$ cat src/rtl/bus_pkg.sv
// Shared types for the 8085-style bus cycle arbiter: one-hot cycle phases,
// strobe idle levels and the latched cycle type.
package bus_pkg;

    typedef enum logic [5:0] {
        ST_IDLE    = 6'b000001,
        ST_T1      = 6'b000010,
        ST_T2      = 6'b000100,
        ST_TW      = 6'b001000,
        ST_T3      = 6'b010000,
        ST_RELEASE = 6'b100000
    } bus_state_t;

    localparam logic STROBE_OFF = 1'b1;
    localparam logic ALE_OFF    = 1'b0;

    typedef struct packed {
        logic iom;
        logic we;
    } cyc_type_t;

    // T2, TW and T3 are the phases in which the selected strobe is driven
    function automatic logic is_strobe_state(input bus_state_t s);
        return (s == ST_T2) || (s == ST_TW) || (s == ST_T3);
    endfunction

endpackage

$ cat src/rtl/rr_arbiter.sv
// Combinational round-robin pick: first asserted request at or after ptr_i,
// wrapping modulo NUM_REQ. The pointer register lives in the caller.
module rr_arbiter #(
    parameter int NUM_REQ = 2,
    parameter int IDX_W   = (NUM_REQ > 1) ? $clog2(NUM_REQ) : 1
) (
    input  logic [NUM_REQ-1:0] req_i,
    input  logic [IDX_W-1:0]   ptr_i,
    input  logic               enable_i,
    output logic [NUM_REQ-1:0] gnt_next_o,
    output logic [IDX_W-1:0]   winner_o
);

    int               sum_s;
    logic [IDX_W-1:0] sel_s;
    logic             found_s;
    logic             hit_s;

    // Scan requesters starting at the pointer; the first hit wins
    always_comb begin
        gnt_next_o = '0;
        winner_o   = '0;
        found_s    = 1'b0;
        hit_s      = 1'b0;
        sum_s      = 0;
        sel_s      = '0;
        for (int off = 0; off < NUM_REQ; off++) begin
            sum_s = int'(ptr_i) + off;
            sel_s = (sum_s >= NUM_REQ) ? IDX_W'(sum_s - NUM_REQ) : IDX_W'(sum_s);
            hit_s = enable_i & ~found_s & req_i[sel_s];
            gnt_next_o[sel_s] = gnt_next_o[sel_s] | hit_s;
            winner_o = hit_s ? sel_s : winner_o;
            found_s  = found_s | hit_s;
        end
    end

endmodule

$ cat src/rtl/bus_cycle_arbiter.sv
// Round-robin owner of one 8085-style peripheral bus; sequences each granted
// transfer T1 (ALE) -> T2 -> TW* -> T3 -> RELEASE with registered bus outputs.
module bus_cycle_arbiter
    import bus_pkg::*;
#(
    parameter int NUM_REQ     = 2,
    parameter int ADDR_W      = 16,
    parameter int DATA_W      = 8,
    parameter int WAIT_STATES = 1
) (
    input  logic                      clock,
    input  logic                      reset,
    input  logic [NUM_REQ-1:0]        req,
    input  logic [NUM_REQ-1:0]        we,
    input  logic [NUM_REQ-1:0]        iom,
    input  logic [NUM_REQ*ADDR_W-1:0] addr,
    input  logic [NUM_REQ*DATA_W-1:0] wdata,
    output logic [NUM_REQ-1:0]        gnt,
    output logic                      done,
    output logic [DATA_W-1:0]         rdata,
    output logic                      ALE,
    output logic                      rdb,
    output logic                      wrb,
    output logic                      IOM,
    output logic [ADDR_W-1:0]         bus_addr,
    output logic [DATA_W-1:0]         bus_dout,
    output logic                      bus_doe,
    input  logic [DATA_W-1:0]         bus_din,
    input  logic                      ready
);

    localparam int         IDX_W     = (NUM_REQ > 1) ? $clog2(NUM_REQ) : 1;
    localparam logic [3:0] WAIT_INIT = 4'(WAIT_STATES);
    localparam logic       NO_WAIT   = (WAIT_STATES == 0);

    bus_state_t          state_q, state_d;
    logic [3:0]          wait_cnt_q, wait_cnt_d;
    logic [IDX_W-1:0]    ptr_q, owner_q, ptr_nxt_s;
    cyc_type_t           cyc_q, cyc_sel_s;
    logic [NUM_REQ-1:0]  gnt_q, gnt_next_s;
    logic [IDX_W-1:0]    win_idx_s;
    logic [ADDR_W-1:0]   addr_q, addr_sel_s;
    logic [DATA_W-1:0]   dout_q, wdata_sel_s, rdata_q;
    logic                done_q, ale_q, rdb_q, wrb_q, doe_q;
    logic                arb_en_s, strobe_d_s;

    assign arb_en_s = (state_q == ST_IDLE);

    rr_arbiter #(
        .NUM_REQ (NUM_REQ),
        .IDX_W   (IDX_W)
    ) u_rr_arbiter (
        .req_i      (req),
        .ptr_i      (ptr_q),
        .enable_i   (arb_en_s),
        .gnt_next_o (gnt_next_s),
        .winner_o   (win_idx_s)
    );

    // Winner's cycle parameters, selected through the one-hot grant mask
    always_comb begin
        addr_sel_s  = '0;
        wdata_sel_s = '0;
        for (int i = 0; i < NUM_REQ; i++) begin
            addr_sel_s  = addr_sel_s  | (addr[i*ADDR_W +: ADDR_W]  & {ADDR_W{gnt_next_s[i]}});
            wdata_sel_s = wdata_sel_s | (wdata[i*DATA_W +: DATA_W] & {DATA_W{gnt_next_s[i]}});
        end
        cyc_sel_s = '{iom: |(iom & gnt_next_s), we: |(we & gnt_next_s)};
    end

    assign ptr_nxt_s  = (owner_q == IDX_W'(NUM_REQ - 1)) ? '0 : owner_q + IDX_W'(1);
    assign strobe_d_s = is_strobe_state(state_d);

    // Phase sequencing; the wait counter is armed on the way into T2
    always_comb begin
        state_d    = state_q;
        wait_cnt_d = wait_cnt_q;
        case (state_q)
            ST_IDLE: begin
                if (|gnt_next_s) state_d = ST_T1;
                else             state_d = ST_IDLE;
            end
            ST_T1: begin
                state_d    = ST_T2;
                wait_cnt_d = WAIT_INIT;
            end
            ST_T2: begin
                if (NO_WAIT && ready) state_d = ST_T3;
                else                  state_d = ST_TW;
            end
            ST_TW: begin
                // A count of 1 means this TW cycle is the last mandatory one
                if (wait_cnt_q != 4'd0) wait_cnt_d = wait_cnt_q - 4'd1;
                else                    wait_cnt_d = 4'd0;
                if ((wait_cnt_q <= 4'd1) && ready) state_d = ST_T3;
                else                               state_d = ST_TW;
            end
            ST_T3:      state_d = ST_RELEASE;
            ST_RELEASE: state_d = ST_IDLE;
            default:    state_d = ST_IDLE;
        endcase
    end

    // State, latched cycle parameters and bus outputs registered against the next phase
    always_ff @(posedge clock) begin
        if (reset) begin
            state_q    <= ST_IDLE;
            wait_cnt_q <= 4'd0;
            ptr_q      <= '0;
            owner_q    <= '0;
            cyc_q      <= '0;
            gnt_q      <= '0;
            addr_q     <= '0;
            dout_q     <= '0;
            rdata_q    <= '0;
            done_q     <= 1'b0;
            ale_q      <= ALE_OFF;
            rdb_q      <= STROBE_OFF;
            wrb_q      <= STROBE_OFF;
            doe_q      <= 1'b0;
        end else begin
            state_q    <= state_d;
            wait_cnt_q <= wait_cnt_d;
            if (state_q == ST_IDLE && state_d == ST_T1) begin
                gnt_q   <= gnt_next_s;
                owner_q <= win_idx_s;
                cyc_q   <= cyc_sel_s;
                addr_q  <= addr_sel_s;
                dout_q  <= wdata_sel_s;
            end
            if (state_q == ST_RELEASE) begin
                gnt_q <= '0;
                ptr_q <= ptr_nxt_s;
            end
            if (state_q == ST_T3 && !cyc_q.we) begin
                rdata_q <= bus_din;
            end
            ale_q  <= (state_d == ST_T1);
            rdb_q  <= ~(strobe_d_s & ~cyc_q.we);
            wrb_q  <= ~(strobe_d_s & cyc_q.we);
            doe_q  <= strobe_d_s & cyc_q.we;
            done_q <= (state_d == ST_RELEASE);
        end
    end

    assign gnt      = gnt_q;
    assign done     = done_q;
    assign rdata    = rdata_q;
    assign ALE      = ale_q;
    assign rdb      = rdb_q;
    assign wrb      = wrb_q;
    assign IOM      = cyc_q.iom;
    assign bus_addr = addr_q;
    assign bus_dout = dout_q;
    assign bus_doe  = doe_q;

endmodule

$ cat config.mk
export PLATFORM = sky130hd
export DESIGN_NAME = bus_cycle_arbiter
export DESIGN_NICKNAME = d
export VERILOG_FILES = /design/src/rtl/bus_pkg.sv /design/src/rtl/rr_arbiter.sv /design/src/rtl/bus_cycle_arbiter.sv
export SDC_FILE = /design/constraint.sdc
export NUM_CORES = 1
export LEC_CHECK = 0
export ABC_AREA = 1
export CAP_MARGIN = 10
export CORE_ASPECT_RATIO = 1.5
export CORE_MARGIN = 2
export CORE_UTILIZATION = 39
export CTS_BUF_LIST = sky130_fd_sc_hd__clkbuf_16
export CTS_CLUSTER_SIZE = 10
export DETAILED_ROUTE_END_ITERATION = 8
export PLACE_DENSITY = 0.75
export SLEW_MARGIN = 20
export SYNTH_ARGS = -nofsm -noshare
export SYNTH_HDL_FRONTEND = slang
export SYNTH_SLANG_ARGS = --single-unit
$ cat constraint.sdc
create_clock -name clock -period 1.4 [get_ports clock]
set_input_delay 0.28 -clock clock [delete_from_list [all_inputs] [get_ports clock]]
set_output_delay 0.28 -clock clock [all_outputs]
set_load 0.02 [all_outputs]
Figure 1. Wiring heat map.
14 x 21 tiles, from dark purple (low) to yellow (high), scaled to the fullest tile. Values are wire area over tile area, all layers added.
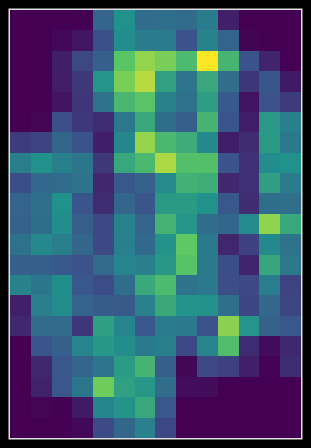
emptiest ninth of the die	north-west
mean over tiles	0.16
fullest tile	0.51
nearly empty tiles	16%
tiles over half the peak	20%

Figure 2. Clock wiring as the flow saved it.
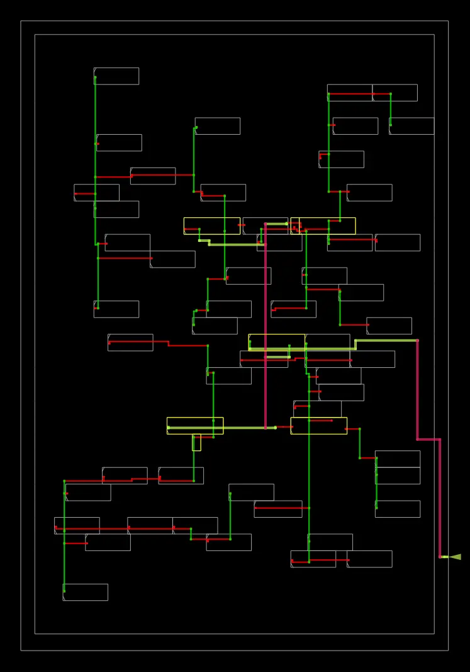
clk ins delay skew pair: 280 ps
flip-flops: 53
clock buffer count: 5

Figure 3. Signal wires by layer.
Only two layers are drawn.
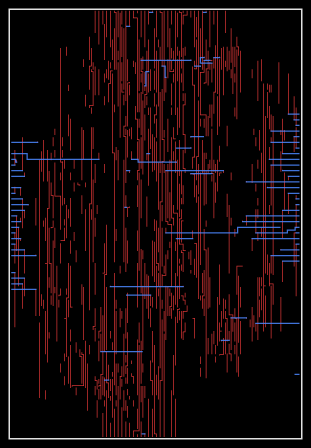
colour	layer	wire length
red	met2	3970 µm
blue	met3	369 µm

Figure 4. Where the registers sit.
The bar under the picture is 20 µm long. Other sequential cells in the stronger grey, the rest of the logic in the fainter grey.
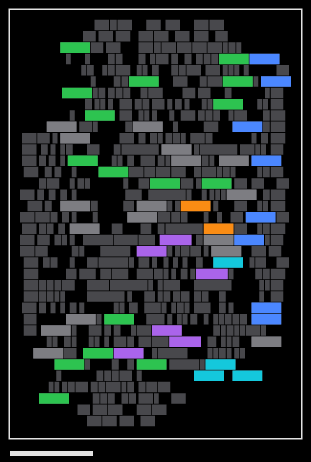
colour	name in the netlist	sequential cells
green	`bus_addr`	16
purple	`state_q`	6
orange	`gnt`	2
cyan	`wait_cnt_q`	4
blue	`rdata`	8
not coloured	17

## critical path, delay by kind of cell
family	cells	cell delay, ps
buffers and inverters	4	900
AND/OR/NAND/NOR	3	250
AND-OR/OR-AND	1	200
## routing by layer
| layer | part of all wire | wire (µm) | GRT usage |
|---|---|---|---|
| met5 | 0 | 0 | 0 |
| met4 | 0.029 | 211 | 0.06361 |
| met3 | 0.051 | 368 | 0.04008 |
| met2 | 0.55 | 3971 | 0.3875 |
| met1 | 0.37 | 2641 | 0.1904 |
## worst min path at each step
stage	start	endpoint	slack, ps	cells after the start
after global routing	wait_cnt_q[3]	wait_cnt_q[3]	480	2
after detailed placement	wait_cnt_q[3]	wait_cnt_q[3]	450	2
final	wait_cnt_q[3]	wait_cnt_q[3]	460	2
after floorplan	wait_cnt_q[3]	wait_cnt_q[3]	430	2
after CTS	wait_cnt_q[3]	wait_cnt_q[3]	460	2
after global placement	wait_cnt_q[3]	wait_cnt_q[3]	440	2
## timing repair
action | 4_1_cts | 5_1_grt
cloned | 0 | 2
endpoints found under the setup margin | 40 | 30
setup buffers | 0 | 2
pin swaps | 0 | 3
resized | 40 | 21
hold endpoints to repair | 0 | 0
## sequential cells by signal (all words and copies together), names as in the netlist
signal      flops
bus_dout        8
owner_q         1
rdb             1
done            1
ptr_q           1
cyc_q           1
bus_doe         1
gnt             2
bus_addr       16
wrb             1
rdata           8
wait_cnt_q      4
state_q         6
ALE             1
IOM             1
## kinds of logic (layout without fill, tap and decap cells)
| kind of cell | count (synthesis) | count (layout) | share of synthesized area |
|---|---|---|---|
| buf+inv | 85 | 199 | 0.1457 |
| compound gates | 47 | 47 | 0.09843 |
| flops | 53 | 53 | 0.4173 |
| simple gates | 178 | 178 | 0.3386 |
## cell usage in the layout (no fill, tap or decap)
master / netlist / final
buf_8: 0 / 1
clkinv_1: 0 / 1
nand2_4: 0 / 2
nand3_2: 8 / 8
buf_12: 0 / 5
dfxtp_1: 53 / 50
nand2_2: 2 / 2
a21oi_2: 0 / 6
buf_6: 5 / 2
a21oi_1: 32 / 26
dlymetal6s2s_1: 0 / 1
buf_4: 1 / 12
dfxtp_2: 0 / 3
clkbuf_16: 0 / 7
o21bai_1: 1 / 1
nand3_1: 81 / 81
o21ai_0: 12 / 12
nor2_2: 0 / 1
a21boi_2: 2 / 2
nor2_4: 2 / 3
inv_1: 66 / 67
clkdlybuf4s50_1: 0 / 63
nor3_4: 1 / 1
nor3_1: 1 / 1
nor2_1: 37 / 35
dlygate4sd2_1: 0 / 40
nand2_1: 43 / 41
nand4_1: 3 / 3
## power breakdown
group,internal [µW],leakage (µW),switching (µW)
Sequential,1640,0.000435,66.0
Clock,640,0.0000685,491
Combinational,670,0.00146,735
Total,2950,0.00196,1290
## layout make-up
cell class / instances / area, µm² / share of cell area
clock inverters: 2 / 7.507 / 0.001891
multi-input cells: 225 / 1159 / 0.2918
clock buffers: 5 / 125.1 / 0.03152
well taps: 76 / 95.09 / 0.02395
repair buffers: 126 / 1271 / 0.3202
flip-flops and latches: 53 / 1065 / 0.2682
inverters: 66 / 247.7 / 0.06240
==> results.toml <==
# implementation run metrics
[status]
status = "completed"

[sta]
hold_viol_final = 0
skew_ps = 4.998

[critical_path]
worstReg2RegEnd = "bus_addr[5]"
worstSetupPathType = "in2reg"
crit_path_end = "cyc_q[0]"
critPathLaunchType = "input pin"
crit_slowest_cell = "clkdlybuf4s50_1"
cp_common_cell = "buf_4"

[drt]
firstDrtPassIters = 4
drcViolationCount = 0

[clocking]
cts_sinks = 53

[power]
power_density_mw_per_mm2 = 1069
power.total_uw = 4246

[yosys]
ys_cells = 363
synth_cells = 363

[floorplan]
initial_core_util = 0.3975
core_mm2 = 0.006396

[grt]
grt_pass1_wl_um = 11180

[placement]
dpl_cell_area_mm2 = 0.003754
Power and IR drop assume default switching activity.
